### config.mk
export PLATFORM = sky130hd
export DESIGN_NAME = strip_result_collector_flat
export DESIGN_NICKNAME = d
export VERILOG_FILES = /design/src/rtl/strip_pkg.sv /design/src/rtl/strip_result_collector_if.sv /design/src/rtl/strip_skid_fifo.sv /design/src/rtl/strip_result_collector.sv /design/src/flat_wrapper.sv
export SDC_FILE = /design/constraint.sdc
export NUM_CORES = 1
export LEC_CHECK = 0
export CORE_ASPECT_RATIO = 1.1
export CORE_MARGIN = 2
export CORE_UTILIZATION = 50
export CTS_CLUSTER_SIZE = 10
export DETAILED_ROUTE_END_ITERATION = 8
export PLACE_DENSITY = 0.81
export SLEW_MARGIN = 25
export SYNTH_ARGS = -nofsm -noshare
export SYNTH_HDL_FRONTEND = slang
export SYNTH_SLANG_ARGS = --single-unit
### constraint.sdc
create_clock -name clk -period 6.9 [get_ports clk]
set_clock_uncertainty 0.15 [all_clocks]
set_input_delay 1.38 -clock clk [delete_from_list [all_inputs] [get_ports clk]]
set_output_delay 1.38 -clock clk [all_outputs]
set_load 0.02 [all_outputs]
### src/rtl/strip_pkg.sv
// Constants shared by the strip convolution units and the result collector,
// plus the collector's FSM state encoding.
package strip_pkg;

    localparam int NUM_STRIPS = 8;
    localparam int STRIP_COLS = 222;
    localparam int STRIP_ROWS = 28;
    localparam int DATA_W     = 9;
    localparam int ADDR_W     = 16;
    localparam int RD_LATENCY = 2;

    typedef enum logic [2:0] {
        ST_IDLE,
        ST_WAIT_STRIP,
        ST_READ,
        ST_DRAIN,
        ST_DONE
    } state_e;

endpackage

### src/rtl/strip_result_collector_if.sv
// Row-major output stream of the reassembled feature map (valid/ready).
interface strip_result_collector_if #(
    parameter int DATA_W = strip_pkg::DATA_W
) ();

    logic                     m_valid;
    logic                     m_ready;
    logic signed [DATA_W-1:0] m_data;
    logic                     m_eol;
    logic                     m_eof;

    modport master (output m_valid, m_data, m_eol, m_eof, input m_ready);
    modport slave  (input m_valid, m_data, m_eol, m_eof, output m_ready);

endinterface

### src/rtl/strip_skid_fifo.sv
// First-word-fall-through FIFO with occupancy output; dout reads as zero when empty.
module strip_skid_fifo #(
    parameter  int DEPTH = 4,
    parameter  int WIDTH = 8,
    localparam int CNT_W = $clog2(DEPTH + 1),
    localparam int PTR_W = (DEPTH > 1) ? $clog2(DEPTH) : 1
) (
    input  logic             clk,
    input  logic             reset,
    input  logic             push_i,
    input  logic [WIDTH-1:0] din_i,
    input  logic             pop_i,
    output logic [WIDTH-1:0] dout_o,
    output logic             valid_o,
    output logic [CNT_W-1:0] count_o
);

    logic [WIDTH-1:0] mem_q [DEPTH];
    logic [PTR_W-1:0] wr_q, rd_q;
    logic [CNT_W-1:0] cnt_q;
    logic             do_push, do_pop;

    function automatic logic [PTR_W-1:0] next_ptr(input logic [PTR_W-1:0] p);
        return (p == PTR_W'(DEPTH - 1)) ? '0 : p + 1'b1;
    endfunction

    assign do_push = push_i && (cnt_q != CNT_W'(DEPTH));
    assign do_pop  = pop_i && (cnt_q != '0);

    // NOTE: sequential state uses non-blocking assignments so every register
    // samples the pre-edge values regardless of statement order.
    always_ff @(posedge clk or posedge reset) begin
        if (reset) begin
            wr_q  <= '0;
            rd_q  <= '0;
            cnt_q <= '0;
        end else begin
            if (do_push) wr_q <= next_ptr(wr_q);
            if (do_pop)  rd_q <= next_ptr(rd_q);
            case ({do_push, do_pop})
                2'b10:   cnt_q <= cnt_q + 1'b1;
                2'b01:   cnt_q <= cnt_q - 1'b1;
                default: cnt_q <= cnt_q;
            endcase
        end
    end

    // NOTE: storage is deliberately not reset; the pointers and count alone
    // decide which entries are valid, and empty output is forced to zero.
    always_ff @(posedge clk) begin
        if (do_push) mem_q[wr_q] <= din_i;
    end

    assign valid_o = (cnt_q != '0);
    assign dout_o  = valid_o ? mem_q[rd_q] : '0;
    assign count_o = cnt_q;

endmodule

### src/rtl/strip_result_collector.sv
// Reads each strip's result BRAM in turn once its unit reports done and streams
// the full output feature map row-major with row/frame end markers.
module strip_result_collector #(
    parameter int NUM_STRIPS = strip_pkg::NUM_STRIPS,
    parameter int STRIP_COLS = strip_pkg::STRIP_COLS,
    parameter int STRIP_ROWS = strip_pkg::STRIP_ROWS,
    parameter int DATA_W     = strip_pkg::DATA_W,
    parameter int ADDR_W     = strip_pkg::ADDR_W,
    parameter int RD_LATENCY = strip_pkg::RD_LATENCY
) (
    input  logic                         clk,
    input  logic                         reset,
    input  logic                         start,
    input  logic [NUM_STRIPS-1:0]        strip_done,
    output logic [ADDR_W-1:0]            strip_addr,
    input  logic [NUM_STRIPS*DATA_W-1:0] strip_data,
    strip_result_collector_if.master     m,
    output logic                         busy,
    output logic                         frame_done
);

    import strip_pkg::*;

    localparam int TOTAL = STRIP_COLS * STRIP_ROWS;
    localparam int DEPTH = RD_LATENCY + 2;
    localparam int CNT_W = $clog2(DEPTH + 1);
    localparam int SW    = (NUM_STRIPS > 1) ? $clog2(NUM_STRIPS) : 1;
    localparam int CW    = (STRIP_COLS > 1) ? $clog2(STRIP_COLS) : 1;
    localparam int FW    = DATA_W + 2;

    state_e                state_q, state_d;
    logic [SW-1:0]         strip_q, strip_d;
    logic [ADDR_W-1:0]     addr_q, addr_d, cnt_q, cnt_d;
    logic [CW-1:0]         col_q, col_d;
    logic [RD_LATENCY-1:0] pipe_vld_q, pipe_vld_d;
    logic [RD_LATENCY-1:0] pipe_eol_q, pipe_eol_d;
    logic [RD_LATENCY-1:0] pipe_eof_q, pipe_eof_d;

    logic              issue, pop, credit_ok, last_addr, last_strip, drained;
    logic [CNT_W-1:0]  fifo_cnt;
    logic              fifo_valid;
    logic [FW-1:0]     fifo_dout;
    logic [DATA_W-1:0] rd_word;

    // Words in flight through the BRAM plus words queued may never exceed the
    // FIFO depth, so a stalled consumer can never cause a dropped word.
    assign credit_ok  = ($countones(pipe_vld_q) + int'(fifo_cnt)) < DEPTH;
    assign issue      = (state_q == ST_READ) && credit_ok;
    assign pop        = fifo_valid && m.m_ready;
    assign last_addr  = (cnt_q == ADDR_W'(TOTAL - 1));
    assign last_strip = (strip_q == SW'(NUM_STRIPS - 1));
    assign drained    = (pipe_vld_q == '0) &&
                        ((fifo_cnt == '0) || ((fifo_cnt == CNT_W'(1)) && pop));
    assign rd_word    = strip_data[int'(strip_q)*DATA_W +: DATA_W];

    // NOTE: every signal written here gets a default first so no path through
    // the case leaves it unassigned, which would infer a latch.
    always_comb begin
        state_d       = state_q;
        strip_d       = strip_q;
        addr_d        = addr_q;
        cnt_d         = cnt_q;
        col_d         = col_q;
        pipe_vld_d    = pipe_vld_q << 1;
        pipe_eol_d    = pipe_eol_q << 1;
        pipe_eof_d    = pipe_eof_q << 1;
        pipe_vld_d[0] = issue;
        pipe_eol_d[0] = issue && (col_q == CW'(STRIP_COLS - 1));
        pipe_eof_d[0] = issue && last_addr && last_strip;

        case (state_q)
            ST_IDLE: begin
                if (start) begin
                    state_d = ST_WAIT_STRIP;
                    strip_d = '0;
                    cnt_d   = '0;
                    col_d   = '0;
                end
            end
            ST_WAIT_STRIP: begin
                if (strip_done[strip_q]) state_d = ST_READ;
            end
            ST_READ: begin
                if (issue) begin
                    addr_d = cnt_q;
                    cnt_d  = cnt_q + 1'b1;
                    col_d  = (col_q == CW'(STRIP_COLS - 1)) ? '0 : col_q + 1'b1;
                    if (last_addr) state_d = ST_DRAIN;
                end
            end
            ST_DRAIN: begin
                if (drained) begin
                    if (last_strip) begin
                        state_d = ST_DONE;
                    end else begin
                        state_d = ST_WAIT_STRIP;
                        strip_d = strip_q + 1'b1;
                        cnt_d   = '0;
                        col_d   = '0;
                    end
                end
            end
            ST_DONE:  state_d = ST_IDLE;
            default:  state_d = ST_IDLE;
        endcase
    end

    always_ff @(posedge clk or posedge reset) begin
        if (reset) begin
            state_q    <= ST_IDLE;
            strip_q    <= '0;
            addr_q     <= '0;
            cnt_q      <= '0;
            col_q      <= '0;
            pipe_vld_q <= '0;
            pipe_eol_q <= '0;
            pipe_eof_q <= '0;
        end else begin
            state_q    <= state_d;
            strip_q    <= strip_d;
            addr_q     <= addr_d;
            cnt_q      <= cnt_d;
            col_q      <= col_d;
            pipe_vld_q <= pipe_vld_d;
            pipe_eol_q <= pipe_eol_d;
            pipe_eof_q <= pipe_eof_d;
        end
    end

    strip_skid_fifo #(
        .DEPTH (DEPTH),
        .WIDTH (FW)
    ) u_fifo (
        .clk     (clk),
        .reset   (reset),
        .push_i  (pipe_vld_q[RD_LATENCY-1]),
        .din_i   ({pipe_eol_q[RD_LATENCY-1], pipe_eof_q[RD_LATENCY-1], rd_word}),
        .pop_i   (pop),
        .dout_o  (fifo_dout),
        .valid_o (fifo_valid),
        .count_o (fifo_cnt)
    );

    assign strip_addr = addr_q;
    assign m.m_valid  = fifo_valid;
    assign m.m_data   = fifo_dout[DATA_W-1:0];
    assign m.m_eol    = fifo_dout[FW-1];
    assign m.m_eof    = fifo_dout[FW-2];
    assign busy       = (state_q == ST_WAIT_STRIP) || (state_q == ST_READ) ||
                        (state_q == ST_DRAIN);
    assign frame_done = (state_q == ST_DONE);

endmodule
### src/flat_wrapper.sv
// flat-port wrapper written by rule: the top's interface ports become plain ports
module strip_result_collector_flat import strip_pkg::*;
#(
    parameter int NUM_STRIPS = strip_pkg::NUM_STRIPS,
    parameter int STRIP_COLS = strip_pkg::STRIP_COLS,
    parameter int STRIP_ROWS = strip_pkg::STRIP_ROWS,
    parameter int DATA_W     = strip_pkg::DATA_W,
    parameter int ADDR_W     = strip_pkg::ADDR_W,
    parameter int RD_LATENCY = strip_pkg::RD_LATENCY
)
  (clk, reset, start, strip_done, strip_addr, strip_data, busy, frame_done, m_m_valid, m_m_data, m_m_eol, m_m_eof, m_m_ready);
  strip_result_collector_if #(.DATA_W(DATA_W)) m_i ();
  input  logic clk;
  input  logic reset;
  input  logic start;
  input  logic [NUM_STRIPS-1:0] strip_done;
  output logic [ADDR_W-1:0] strip_addr;
  input  logic [NUM_STRIPS*DATA_W-1:0] strip_data;
  output logic busy;
  output logic frame_done;
  output wire logic [$bits(m_i.m_valid)-1:0] m_m_valid;
  output wire logic [$bits(m_i.m_data)-1:0] m_m_data;
  output wire logic [$bits(m_i.m_eol)-1:0] m_m_eol;
  output wire logic [$bits(m_i.m_eof)-1:0] m_m_eof;
  input wire logic [$bits(m_i.m_ready)-1:0] m_m_ready;
  assign m_m_valid = m_i.m_valid;
  assign m_m_data = m_i.m_data;
  assign m_m_eol = m_i.m_eol;
  assign m_m_eof = m_i.m_eof;
  assign m_i.m_ready = m_m_ready;
  strip_result_collector #(.NUM_STRIPS(NUM_STRIPS), .STRIP_COLS(STRIP_COLS), .STRIP_ROWS(STRIP_ROWS), .DATA_W(DATA_W), .ADDR_W(ADDR_W), .RD_LATENCY(RD_LATENCY)) u_core (.clk(clk), .reset(reset), .start(start), .strip_done(strip_done), .strip_addr(strip_addr), .strip_data(strip_data), .m(m_i), .busy(busy), .frame_done(frame_done));
endmodule
Figure 1. Power grid (run 1).
The bar under the picture is 20 um long. Pins as bars on the die edge.
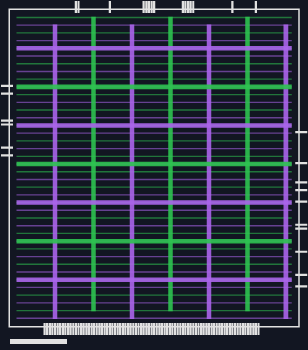
colour	net
purple	VSS
green	VDD
met1 rails	40
signal pins	114

Figure 2. Cells coloured by class (run 1).
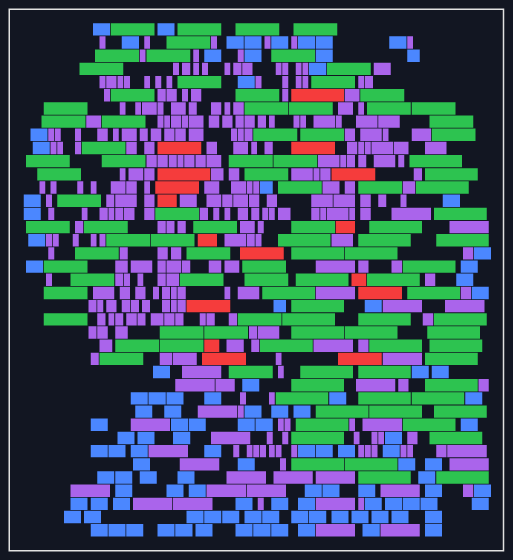
colour	class	cells	share of their area
blue	other buffers and delay cells	116	17%
green	flops	103	42%
purple	all other logic	318	35%
red	clock drivers and dummy loads	16	5.1%

==> metrics.yaml, run 1 <==
placement.io_buffers: 113
netlist-cell-type-count: 46
post_drt_via_cell_ratio: 5.50
tightestPinTransition_ns: 0.928
vias_in_the_first_global_route: 3956
outcome: "finished clean"
post_cts_resize_count: 0
fin_crit_sh_pct: 59.0
dieArea_mm2: 0.0113
finalNetCount: 650
placement.cell_area_mm2: 0.00646
r2r_path_start: "u_core.strip_q[1]"
critPathKind: "flip-flop to output port"
place.gp.congestion: 0.895
cts_tree: "done"
detail_route.wirelength_mm: 12.6
yosys_warnings: 0
cts_root_buf: "clkbuf_16"
total_gr_overflow: 0
wire_per_inst_um: 18.1
hold_viol: 0
hpwl_mm: 9.29
floorplan.die.height_um: 111
worst_setup_path_start_kind: "flip-flop"
power_density_mw_per_mm2: 355
route.vias.total: 3827
synthFlopType: "dfrtp_1"
total_number_of_clock_tree_sinks: 103
critPathRequiredTime_ns: 5.37
syn-mean-instance-area_um2: 11.9
cap_viol_max_count: 0
grt_max_degree: 60
finalSetupViolCount: 0
synth_flop_count: 103
cts_made_buffers: 9
total_power_mw: 2.42
postCtsSetupRepairBufs: 0
drt_pre_antenna_iters: 5
clkSlewWorstSetupHoldPaths_ns: 0.07
total_grt_usage_pct: 23.4
ir_drop_mv: 0.174
post_synth_instance_area_mm2: 0.00525
max_clock_freq_mhz: 246
cts-hold-fix-buffers: 0
design_area_mm2: 0.00680
ys_chip_area_mm2: 0.00525
p_leak_nw: 2.73
area.growth.synth_to_final_pct: 29.6
final_hold_slack_ns: 0.230
min_period_ns: 4.07
postRouteAntennaNets: 0
clock_latency_ns: 0.34
mappedNetlistNets: 544
drt_drc_violations_left: 0
design.portCount: 114
detailedRoute.firstIterationViolations: 226
timing.critical_path.from: "u_core.u_fifo.rd_q[0]"
postSynthCellCount: 442
Figure 3. Clock distribution (run 1).
The bar under the picture is 20 um long.
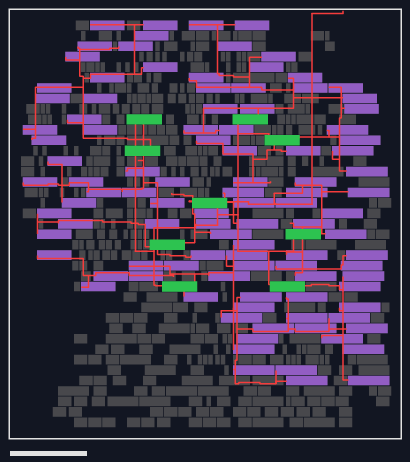
[purple] flip-flops | count: 103
[red] clock wires | length: 1,200 um
[green] cells driving clock nets | count: 9
flops lie	spread over the die
routed clock nets	10

Figure 4. Routed metal, one colour a layer (run 1).
The bar under the picture is 20 um long.
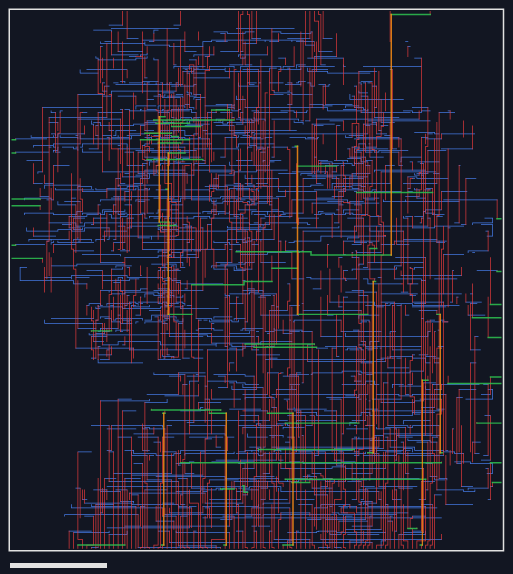
colour	layer	wire length
red	met2	6,520 um
orange	met4	319 um
blue	met1	5,300 um
green	met3	437 um

run 1: layout by cell type, fill, tap and decap left out, types with 13 or more instances in the layout:
cell and instances:
and2_1 18, clkdlybuf4s50_1 113, dfrtp_1 59, edfxtp_1 44, ha_1 18, mux4_2 31
nand2_1 97, nand3_1 13, nor2_1 15, o21ai_0 21
run 1: critical path, cell delays in order (launching register included):
cell and delay, ns:
dfrtp_1 0.85, mux4_2 0.59, and2_1 0.17, clkdlybuf4s50_1 0.57
run 1: routing by layer:
layer / track usage (%) / part of all wire, %
met5: 0 / 0
met4: 8.83 / 2.5
met3: 3.70 / 3.5
met2: 38.9 / 52
met1: 30.8 / 42
run 1: cell usage after synthesis (3+ instances only):
cell type	n	area, um2
buf_2	8	40.0
nor2b_1	4	25.0
inv_1	13	48.8
edfxtp_1	44	1320
dfrtp_1	59	1480
o31ai_1	5	37.5
xnor2_1	3	26.3
nor4_1	5	31.3
or3_1	8	50.1
mux4_2	31	698
clkbuf_1	5	18.8
a21oi_1	10	50.1
and3_1	4	25.0
nand2_1	97	364
nand4_1	12	75.1
and2_1	18	113
xor2_1	8	70.1
ha_1	18	225
o21ai_0	21	105
nor2_1	15	56.3
nand3_1	13	65.1
buf_4	5	37.5
nand2b_1	4	25.0
nor3_1	3	15.0
run 1: through the flow:
step                worst slack (ns)  util (%)  instances
finish                          2.83      66.0        696
global placement                2.99      62.8        680
detailed placement              2.91      62.8        680
global route                    2.68      66.0        696
floorplan                       3.89         -        442
CTS                             2.77      66.0        696
run 1: state kept, by name, summed over array words and instances, names as in the netlist:
name,count
u_core.u_fifo.mem_q,44
u_core.cnt_q,16
u_core.strip_addr,16
u_core.col_q,8
u_core.state_q,3
u_core.strip_q,3
u_core.u_fifo.count_o,3
u_core.pipe_eof_q,2
u_core.pipe_eol_q,2
u_core.pipe_vld_q,2
u_core.u_fifo.rd_q,2
u_core.u_fifo.wr_q,2
run 1: final timing paths:
check | slack, ns | end | cells after the start
max in group asynchronous | 4.71 | u_core.col_q[2] | 3
max reg2reg | 3.80 | u_core.col_q[7] | 7
max | 2.83 | m_m_data[4] | 3
min | 0.23 | u_core.pipe_eol_q[1] | 0
min reg2reg | 0.23 | u_core.pipe_eol_q[1] | 0
min in group asynchronous | 1.41 | u_core.u_fifo.count_o[1] | 3
run 1: power breakdown:
part / total [mW] / internal [mW] / switching (mW)
clock: 0.575 / 0.329 / 0.247
combinational: 0.947 / 0.433 / 0.514
sequential: 0.895 / 0.775 / 0.120
run 1: cells by family after synthesis:
| kind of cell | after synthesis | share of synthesized area [%] |
|---|---|---|
| simple gates | 196 | 18.3 |
| mux | 35 | 14.1 |
| buf+inv | 35 | 3.24 |
| compound gates | 44 | 4.84 |
| flops | 103 | 53.3 |
| xor+xnor | 11 | 1.84 |
| fa+ha+maj | 18 | 4.29 |
run 1: final cells by class:
class                           count  area [um2]  share of cell area (%)
Clock inverter                      7         111                    1.64
Timing Repair Buffer              116        1150                    17.0
Multi-Input combinational cell    304        2280                    33.5
Tap cell                          143         179                    2.63
Clock buffer                        9         225                    3.31
Sequential cell                   103        2800                    41.1
Inverter                           14        55.1                   0.810
==> run 1 -> run 2 <==
- CORE_UTILIZATION: 50 -> 46
- PLACE_DENSITY: 0.81 -> 0.78
- clock period: 6.9 -> 3.6 ns (I/O delays scaled with it)
Figure 5. Clock nets (run 2).
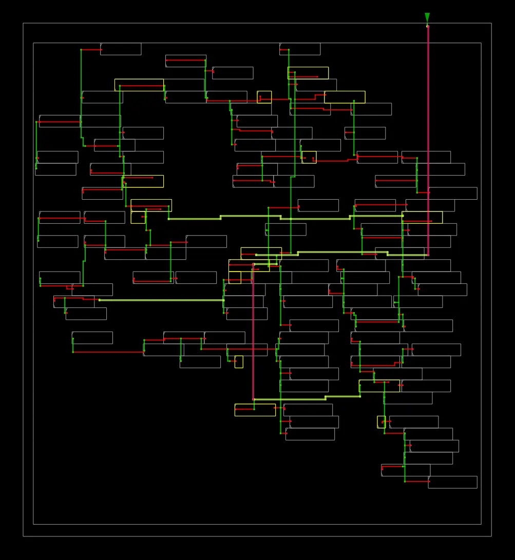
Clock group: 0.960 mW
total of clock buffers placed in the layout: 9

==> run 2 against run 1 <==
Combinational power increased by 96%. Sequential share of layout area decreased by 0.060 points. Highest routed layer unchanged. Hold slack got worse by 0.012 ns. Cell area increased by 0.15%. Non-clock buffer count increased by 4. Largest cell class unchanged. Synthesized cell count unchanged.
==> metrics.yaml, run 2 <==
total_grt_usage_pct: 21.2
flop_area_mm2: 0.00280
clkSlewWorstSetupHoldPaths_ns: 0.07
vias_in_the_first_global_route: 4004
power_density_mw_per_mm2: 661
yosys.cell_count.top_type: "nand2_1"
layout_top_cells_excl_fill_tap: "clkdlybuf4s50_1 (113), nand2_1 (97), dfrtp_1 (59)"
nFillCells: 902
regMostFlops: "u_core.u_fifo.mem_q"
final_hold_slack_ns: 0.218
critical_path_peak_fanout: 13
top_cell_area_share_pct: 28.1
wire_per_inst_um: 17.5
ys_cells: 442
total_number_of_clock_tree_sinks: 103
finalNetCount: 654
placement.cell_area_mm2: 0.00651
tightestPinTransition_ns: 0.806
drt_drc_violations_left: 0
layout_top_cell_excl_fill_tap: "clkdlybuf4s50_1"
dpl_worst_slack_ns: 0.735
ir_drop_mv: 0.426
ys_chip_area_mm2: 0.00525
postRouteAntennaNets: 0
detail_route.wirelength_mm: 12.3
detailedRoute.firstIterationViolations: 299
finalWorstSetupSlack_ns: 0.456
p_leak_nw: 2.73
critPathMaxStageDelay_ns: 0.62
fin_cells: 704
cts_tree: "done"
post_cts_resize_count: 0
grt_max_degree: 31
post_synth_instance_area_mm2: 0.00525
critPathRequiredTime_ns: 2.73
cts-hold-fix-buffers: 0
largest_register_ff_count: 44
htreeDepth: 3
postCtsSetupRepairBufs: 0
netlist-cell-type-count: 46
cts_made_buffers: 9
place.detailed.instances: 688
fin_crit_sh_pct: 87.3
post_drt_via_cell_ratio: 5.45
area.combinational_mm2: 0.00228
log.warning_count: 34
netlist.top_cell.by_area: "dfrtp_1"
design.portCount: 114
drt_pre_antenna_iters: 4
worst_slew_margin_rel_pct: 46.3
yosys_warnings: 0
syn-mean-instance-area_um2: 11.9
cts_root_buf: "clkbuf_16"
share_of_the_core_filled_with_cells_pct: 61.9
hpwl_mm: 9.26
route.vias.total: 3840
worst_path_max_delay_cell: "clkdlybuf4s50_1"
place.gp.congestion: 0.901
max_clock_freq_mhz: 318
mappedNetlistNets: 544
finalSetupViolCount: 0
min_period_ns: 3.14
postSynthCellCount: 442
worst_setup_path_start_kind: "flip-flop"
outcome: "finished clean"
placement.io_buffers: 113
cells_taking_the_most_area_after_synthesis: "dfrtp_1 (28%), edfxtp_1 (25%), mux4_2 (13%), nand2_1 (6.9%), ha_1 (4.3%)"
common_cells: "nand2_1 (97), dfrtp_1 (59), edfxtp_1 (44)"
synthFlopType: "dfrtp_1"
total_power_mw: 4.50
cap_viol_max_count: 0
timing.critical_path.cells: "inv_1 -> ha_1 -> nand2b_1 -> and2_1 -> clkdlybuf4s50_1"
critPathKind: "flip-flop to output port"
design_area_mm2: 0.00681
floorplan.die.height_um: 116
total_gr_overflow: 0
area.growth.synth_to_final_pct: 29.8
run 2: cell counts after synthesis:
Identical to the previous run, type by type.
run 2: where the power goes:
part | total [mW] | internal [mW] | switching, mW | leakage, nW
clock | 0.960 | 0.540 | 0.421 | 0.145
combinational | 1.86 | 0.856 | 1.01 | 1.40
sequential | 1.67 | 1.49 | 0.188 | 1.19
run 2: layer usage:
metal  routed length [um]  GRT usage, %  share of wire, %
met5                    0             0                 0
met4                  297          7.98               2.4
met3                  437          4.50               3.5
met2                 6510          36.5                53
met1                 5100          26.6                41
run 2: logic make-up after synthesis:
family | share of synthesized area [%]
and+or+nand+nor | 18.3
DFF | 53.3
AOI/OAI and AO/OA | 4.84
buffers and inverters | 3.24
muxes | 14.1
adders and majority gates | 4.29
xor gates and xnor gates | 1.84
run 2: worst max-delay path, delay by kind of cell (launching register included):
family / cells / cell delay, ns
flip-flops: 1 / 0.44
AND/OR/NAND/NOR: 2 / 0.52
buffers and inverters: 2 / 0.72
adder cells (fa/ha/maj): 1 / 0.24
run 2: layout make-up:
| cell class | instances | share of cell area (%) |
|---|---|---|
| flip-flops and latches | 103 | 41.1 |
| well taps | 147 | 2.70 |
| clock buffers | 9 | 3.31 |
| inverters | 14 | 0.808 |
| clock inverters | 7 | 1.08 |
| multi-input cells | 304 | 33.5 |
| repair buffers | 120 | 17.6 |
run 2: worst paths after layout:
path	start	endpoint	slack (ns)	cells past startpoint
max in group asynchronous	reset	u_core.col_q[7]	2.08	3
min	u_core.pipe_eol_q[0]	u_core.pipe_eol_q[1]	0.22	0
max	u_core.u_fifo.count_o[0]	m_m_data[3]	0.46	5
min in group asynchronous	reset	u_core.strip_addr[8]	0.64	2
min reg2reg	u_core.pipe_eol_q[0]	u_core.pipe_eol_q[1]	0.22	0
max reg2reg	u_core.pipe_vld_q[0]	u_core.col_q[7]	0.79	8
==> run 2 -> run 3 <==
- GPL_ROUTABILITY_DRIVEN: not set -> 0
- HOLD_SLACK_MARGIN: not set -> 0.15
Figure 6. Clock nets (run 3).
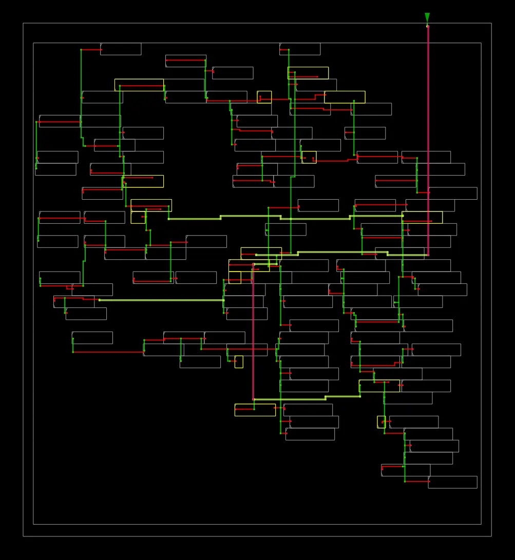
TritonCTS buffer count: 9
total number of clock tree sinks: 103
registers: 103

==> run 3 against run 2 <==
Maximum frequency unchanged. Sequential power hardly changed. Hold slack did not move. Combinational power about the same. Sequential share of layout area unchanged. Sequential cell count unchanged. Power unchanged.
==> metrics.yaml, run 3 <==
outcome: "finished clean"
layout_top_cells_excl_fill_tap: "clkdlybuf4s50_1 (113), nand2_1 (97), dfrtp_1 (59)"
dieArea_mm2: 0.0123
clock_latency_ns: 0.34
cap_viol_max_count: 0
detailedRoute.firstIterationViolations: 299
detail_route.wirelength_mm: 12.3
critical_path_peak_fanout: 13
placement.io_buffers: 113
clkSlewWorstSetupHoldPaths_ns: 0.07
route.vias.total: 3840
dpl_worst_slack_ns: 0.735
grt_max_degree: 31
postCtsSetupRepairBufs: 0
postSynthCellCount: 442
p_leak_nw: 2.73
layout_top_cell_excl_fill_tap: "clkdlybuf4s50_1"
cts-hold-fix-buffers: 0
top_cell_area_share_pct: 28.1
worst_path_max_delay_cell: "clkdlybuf4s50_1"
post_synth_instance_area_mm2: 0.00525
finalSetupViolCount: 0
vias_in_the_first_global_route: 4004
final_hold_slack_ns: 0.218
hpwl_mm: 9.26
number_of_antenna_violations_at_the_first_check_in_global_routing: 0
placement.cell_area_mm2: 0.00651
synthArstFlopShare_pct: 57.3
netlist.top_cell.by_area: "dfrtp_1"
critPathRequiredTime_ns: 2.73
yosys_warnings: 0
share_of_the_core_filled_with_cells_pct: 61.9
area.growth.synth_to_final_pct: 29.8
critPathTopFamily: "buffers and inverters"
timing.critical_path.cells: "inv_1 -> ha_1 -> nand2b_1 -> and2_1 -> clkdlybuf4s50_1"
total_gr_overflow: 0
hold_viol: 0
netlist-cell-type-count: 46
postRouteAntennaNets: 0
drt_drc_violations_left: 0
largest_register_ff_count: 44
ir_drop_mv: 0.426
critPathKind: "flip-flop to output port"
critPathMaxStageDelay_ns: 0.62
wire_per_inst_um: 17.5
cells_taking_the_most_area_after_synthesis: "dfrtp_1 (28%), edfxtp_1 (25%), mux4_2 (13%), nand2_1 (6.9%), ha_1 (4.3%)"
htreeDepth: 3
mappedNetlistNets: 544
regMostFlops: "u_core.u_fifo.mem_q"
yosys.cell_count.top_type: "nand2_1"
tightestPinTransition_ns: 0.806
synthFlopType: "dfrtp_1"
power_density_mw_per_mm2: 661
design.portCount: 114
total_power_mw: 4.50
worst_slew_margin_rel_pct: 46.3
fin_crit_sh_pct: 87.3
total_grt_usage_pct: 21.2
post_drt_via_cell_ratio: 5.45
finalNetCount: 654
cts_tree: "done"
post_cts_resize_count: 0
drt_pre_antenna_iters: 4
max_clock_freq_mhz: 318
design_area_mm2: 0.00681
common_cells: "nand2_1 (97), dfrtp_1 (59), edfxtp_1 (44)"
synth_flop_count: 103
min_period_ns: 3.14
log.warning_count: 34
cts_root_buf: "clkbuf_16"
fin_cells: 704
syn-mean-instance-area_um2: 11.9
ys_chip_area_mm2: 0.00525
grt_setup_unrepaired: "false"
place.detailed.instances: 688
critical_path.n_buffers_inverters: 2
worst_setup_path_start_kind: "flip-flop"
run 3: cell counts after synthesis:
No cell type changed its count.
run 3: report_power, final:
part / switching, mW / internal (mW) / total (mW)
Sequential: 0.188 / 1.49 / 1.67
Combinational: 1.01 / 0.856 / 1.86
Clock: 0.421 / 0.540 / 0.960
run 3: area by class of cell:
class / count / area [um2]
flip-flops and latches: 103 / 2800
multi-input cells: 304 / 2280
well taps: 147 / 184
repair buffers: 120 / 1200
fillers: 902 / 4200
clock inverters: 7 / 73.8
inverters: 14 / 55.1
clock buffers: 9 / 225
run 3: kinds of logic after synthesis:
| logic type | count (synthesis) | synth area share (%) |
|---|---|---|
| compound gates | 44 | 4.84 |
| xor+xnor | 11 | 1.84 |
| fa+ha+maj | 18 | 4.29 |
| buf+inv | 35 | 3.24 |
| flops | 103 | 53.3 |
| mux | 35 | 14.1 |
| simple gates | 196 | 18.3 |
run 3: routing by layer:
metal  global-route usage [%]  part of all wire, %  vias up
met5                        0                    0        -
met4                     7.98                  2.4        0
met3                     4.50                  3.5       22
met2                     36.5                   53       87
met1                     26.6                   41     1917
li1                         -                    -     1814
run 3: path summary, 6_finish.rpt:
path	from	end	slack, ns	cells after the start
max	u_core.u_fifo.count_o[0]	m_m_data[3]	0.46	5
min	u_core.pipe_eol_q[0]	u_core.pipe_eol_q[1]	0.22	0
max reg2reg	u_core.pipe_vld_q[0]	u_core.col_q[7]	0.79	8
min reg2reg	u_core.pipe_eol_q[0]	u_core.pipe_eol_q[1]	0.22	0
max in group asynchronous	reset	u_core.col_q[7]	2.08	3
min in group asynchronous	reset	u_core.strip_addr[8]	0.64	2
Power figures rest on the tool's default switching activity, not on a simulated workload.
